File: config.mk
export PLATFORM = sky130hd
export DESIGN_NAME = fifo_rd_axis_master
export DESIGN_NICKNAME = d
export VERILOG_FILES = /design/src/rtl/fifo_pkg.sv /design/src/rtl/fifo_skid_buf.sv /design/src/rtl/fifo_rd_axis_master.sv
export SDC_FILE = /design/constraint.sdc
export NUM_CORES = 1
export LEC_CHECK = 0
export CAP_MARGIN = 40
export CORE_ASPECT_RATIO = 2
export CORE_UTILIZATION = 45
export CTS_CLUSTER_SIZE = 28
export DETAILED_ROUTE_END_ITERATION = 8
export GPL_TIMING_DRIVEN = 0
export PLACE_DENSITY = 0.83
export SLEW_MARGIN = 40
export SYNTH_ARGS = -nofsm -noshare
export SYNTH_HDL_FRONTEND = slang
export SYNTH_SLANG_ARGS = --single-unit
File: constraint.sdc
create_clock -name r_clk -period 1.9 [get_ports r_clk]
set_clock_uncertainty 0.05 [all_clocks]
set_input_delay 0.19 -clock r_clk [delete_from_list [all_inputs] [get_ports r_clk]]
set_output_delay 0.19 -clock r_clk [all_outputs]
set_load 0.05 [all_outputs]
File: src/rtl/fifo_pkg.sv
// ---------------------------------------------------------------------------
// fifo_pkg: shared types and sizes for the FIFO read-side stream path. Rev 1.0
// ---------------------------------------------------------------------------
`default_nettype none

package fifo_pkg;
  localparam int DATA_WIDTH = 8;
  localparam int PTR_WIDTH  = 1;
  localparam int SKID_DEPTH = 2;

  typedef logic [DATA_WIDTH-1:0] fifo_data_t;
  typedef logic [1:0]            occ_t;
endpackage

`default_nettype wire

File: src/rtl/fifo_skid_buf.sv
// ---------------------------------------------------------------------------
// fifo_skid_buf: 2-entry register FIFO with synchronous clear. Rev 1.0
// ---------------------------------------------------------------------------
`default_nettype none

module fifo_skid_buf
  import fifo_pkg::*;
#(
  parameter int DATA_WIDTH = 8
) (
  input  logic                  r_clk,
  input  logic                  rresetn,
  input  logic                  clear,
  input  logic                  push,
  input  logic                  pop,
  input  logic [DATA_WIDTH-1:0] din,
  output logic [DATA_WIDTH-1:0] dout,
  output occ_t                  occupancy,
  output logic                  overflow
);

  logic [DATA_WIDTH-1:0] mem [SKID_DEPTH];
  logic [PTR_WIDTH-1:0]  head;
  logic [PTR_WIDTH-1:0]  tail;
  occ_t                  count;
  logic                  wr_ok;
  logic                  rd_ok;

  // A push into a full buffer is only legal when the same cycle pops
  assign wr_ok    = push & ((count < occ_t'(SKID_DEPTH)) | pop);
  assign rd_ok    = pop & (count != '0);
  assign overflow = push & ~wr_ok;

  always_ff @(posedge r_clk or negedge rresetn) begin
    if (!rresetn) begin
      head  <= '0;
      tail  <= '0;
      count <= '0;
      for (int i = 0; i < SKID_DEPTH; i++) mem[i] <= '0;
    end else if (clear) begin
      head  <= '0;
      tail  <= '0;
      count <= '0;
    end else begin
      if (wr_ok) begin
        mem[tail] <= din;
        tail      <= tail + 1'b1;
      end
      if (rd_ok) head <= head + 1'b1;
      count <= count + occ_t'(wr_ok) - occ_t'(rd_ok);
    end
  end

  assign dout      = mem[head];
  assign occupancy = count;

endmodule

`default_nettype wire

File: src/rtl/fifo_rd_axis_master.sv
// ---------------------------------------------------------------------------
// fifo_rd_axis_master: FIFO read side to AXI4-Stream master with tlast framing. Rev 1.0
// ---------------------------------------------------------------------------
`default_nettype none

module fifo_rd_axis_master
  import fifo_pkg::*;
#(
  parameter int DATA_WIDTH = 8,
  parameter int BURST_LEN  = 16,
  parameter int CNT_WIDTH  = 5
) (
  input  logic                  r_clk,
  input  logic                  rresetn,
  input  logic                  flush,
  input  logic                  fifo_empty,
  output logic                  rd_req,
  input  logic                  rd_acc,
  input  logic [DATA_WIDTH-1:0] fifo_rdata,
  output logic                  m_axis_tvalid,
  input  logic                  m_axis_tready,
  output logic [DATA_WIDTH-1:0] m_axis_tdata,
  output logic                  m_axis_tlast,
  output occ_t                  occupancy,
  output logic                  burst_done
);

  localparam logic [CNT_WIDTH-1:0] LAST_CNT = CNT_WIDTH'(BURST_LEN - 1);

  logic                 running;
  logic                 inflight;
  logic                 pop;
  logic                 push;
  logic                 overflow;
  logic [2:0]           used;
  logic [CNT_WIDTH-1:0] beat_cnt;

  fifo_skid_buf #(
    .DATA_WIDTH (DATA_WIDTH)
  ) u_skid (
    .r_clk     (r_clk),
    .rresetn   (rresetn),
    .clear     (flush),
    .push      (push),
    .pop       (pop),
    .din       (fifo_rdata),
    .dout      (m_axis_tdata),
    .occupancy (occupancy),
    .overflow  (overflow)
  );

  assign pop           = m_axis_tvalid & m_axis_tready;
  assign push          = inflight & ~flush;
  assign m_axis_tvalid = (occupancy != '0);
  assign m_axis_tlast  = m_axis_tvalid & (beat_cnt == LAST_CNT);

  // Credit check counts the in-flight word; a same-cycle pop frees a slot
  assign used   = 3'(occupancy) + 3'(inflight);
  assign rd_req = running & ~fifo_empty & ~flush & (used < (3'd2 + 3'(pop)));

  always_ff @(posedge r_clk or negedge rresetn) begin
    if (!rresetn) begin
      running    <= 1'b0;
      inflight   <= 1'b0;
      beat_cnt   <= '0;
      burst_done <= 1'b0;
    end else begin
      running    <= 1'b1;
      inflight   <= rd_acc & ~flush;
      burst_done <= ~flush & pop & m_axis_tlast;
      if (flush)
        beat_cnt <= '0;
      else if (pop)
        beat_cnt <= (beat_cnt == LAST_CNT) ? '0 : beat_cnt + 1'b1;
    end
  end

  a_no_overflow: assert property (@(posedge r_clk) disable iff (!rresetn) !overflow);
  a_capacity:    assert property (@(posedge r_clk) disable iff (!rresetn) used <= 3'd2);
  a_acc_has_req: assert property (@(posedge r_clk) disable iff (!rresetn) rd_acc |-> rd_req);

endmodule

`default_nettype wire
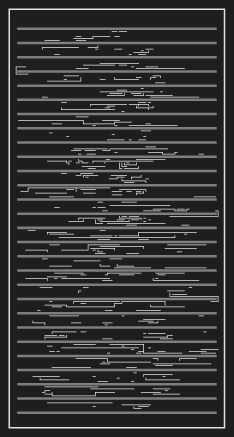
(metal 1)
Supply wires on this layer in gray.
main direction: horizontal
share of all routed wire: 39%
longest straight run: 22.1 um
wire length on this layer: 963 um
nets with wire on the layer: 134

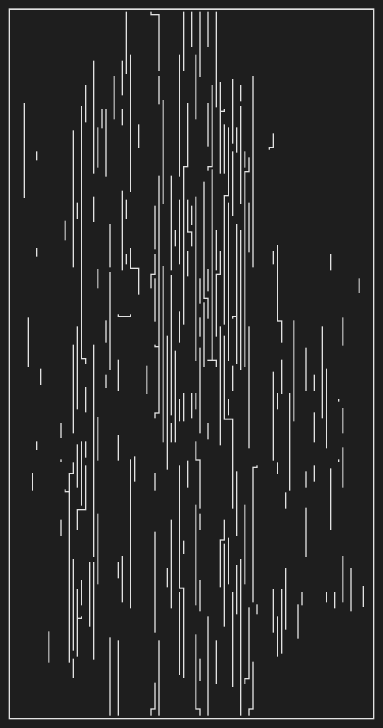
(the metal 2 layer)
share of all routed wire: 55%
wire length on this layer: 1350 um
nets with wire on the layer: 142
longest straight run: 28.4 um
main direction: vertical

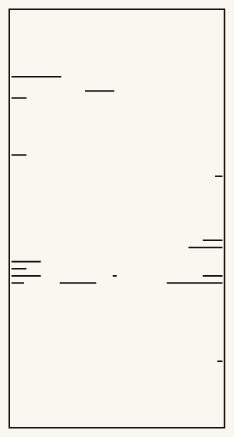
(the metal 3 layer)
nets with wire on the layer: 14
main direction: horizontal

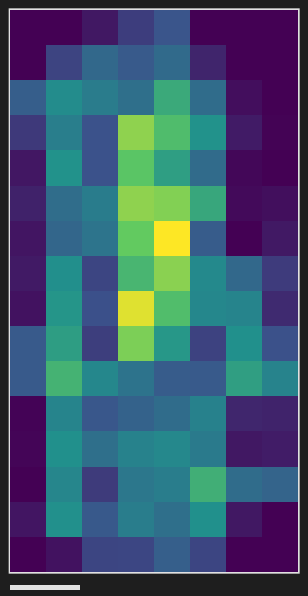
(wiring heat map)
Bar = 10 um. The die is cut into 8 by 16 equal tiles; dark purple is low, yellow is high, scaled to the fullest tile. Values are wire area over tile area, all layers added.
densest ninth of the die: middle
emptiest ninth of the die: top right
nearly empty tiles: 15%
tiles over half the peak: 18%
mean over tiles: 0.12

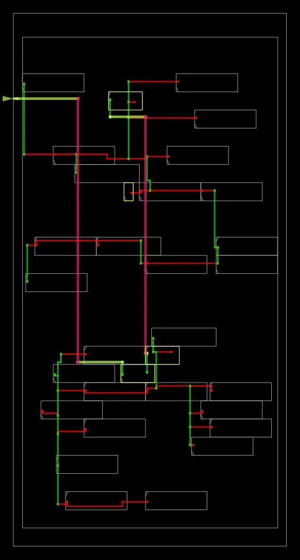
(clock routing)
Clock Latency Late Sink: 0.28 ns
Flops: 28
total CTS buffers: 3
clock buf count: 4

==> run notes <==
run metrics: outcome=finished clean, post-layout period usage=between 90% and 100%, R2R setup slack=0.11 ns, # IOs=28, FMAX=around 530 MHz, Synth Area per Inst=13.2 sq um, Setup Fix Bufs, Post-CTS=0, Avg Vias per Cell=roughly 5.5, CP cell instances=ha_4, ha_1, o21ai_0, and4b_2, buf_8, Die Y=roughly 80 um, Max Slew Vio Count=0, vias in the first global route=933, Post-DP Area=1670 sq um, Worst path depth=5, Yosys reg bits=28, post-route minimum period=between 1.5 and 2 ns, clk sink count=28, hold_buf cts=1, largest fanout on the critical path=6, Final GP Congestion=0.786, share of cells above drive strength 1=32.1%, HPWL Detailed=around 1800 um, Top FF cell, synth=dfrtp_1, Pleak=roughly 0.0008 uW, met3 WL=66 um, DRC violations left=0, r2r startpoint=u_skid.occupancy[0], Startpoint Class=flop, Rel. slew slack=58.9%, DRT antenna net count=0, Max Used Layer=met4, H-tree lvl count=1, DP Cell Count=159, global route overflow=0, CTS tree=built
==> through the flow <==
step | worst slack, ns | TNS (ns) | utilization [%]
CTS | -0.0263 | -0.0575 | 61.0
floorplan | -0.0131 | -0.0171 | -
global placement | -0.442 | -2.91 | 59.6
global route | -0.0475 | -0.0948 | 61.5
finish | 0.0269 | 0 | 61.5
detailed placement | -0.465 | -3.36 | 59.4
==> synthesized netlist by cell type, types with 2 or more instances <==
master and count:
a21oi_1 3, clkbuf_1 2, dfrtp_1 28, ha_1 5, inv_1 4, mux2_2 16, mux2_4 8, nand2_1 4
nand3_1 2, nor2_1 5, nor2b_1 3, nor3_1 2, o21ai_0 3, xnor2_1 2, xor2_1 2
==> cell families (layout without fill, tap and decap cells) <==
family	Yosys count	in the layout	share of synthesized area [%]
AOI/OAI and AO/OA	9	9	4.05
buffers and inverters	7	38	2.48
other	1	1	0.276
DFF	28	28	51.5
and+or+nand+nor	25	25	12.4
muxes	24	24	22.1
adders and majority gates	5	5	4.60
xor gates and xnor gates	4	4	2.58
==> layout make-up <==
| cell class | count | area share [%] |
|---|---|---|
| buffer | 2 | 0.870 |
| clock buffer | 4 | 2.61 |
| inverter | 4 | 0.870 |
| multi-input combinational | 68 | 37.4 |
| sequential | 28 | 40.8 |
| tap | 29 | 2.10 |
| timing repair buffer | 28 | 15.3 |
==> registers in the layout (all words and copies together), names as in the netlist <==
signal / count
beat_cnt: 5
burst_done: 1
inflight: 1
running: 1
u_skid.head: 1
u_skid.mem: 16
u_skid.occupancy: 2
u_skid.tail: 1
==> per-layer routing <==
metal  up-vias  GRT usage, %
met1       445          22.9
met5         -             0
met4         0          12.0
li1        427             -
met2        15          30.5
met3         4          1.67
==> power by group <==
group	switching, uW	internal [uW]
Clock	178	151
Combinational	669	468
Sequential	139	752
Power and IR drop assume default switching activity.
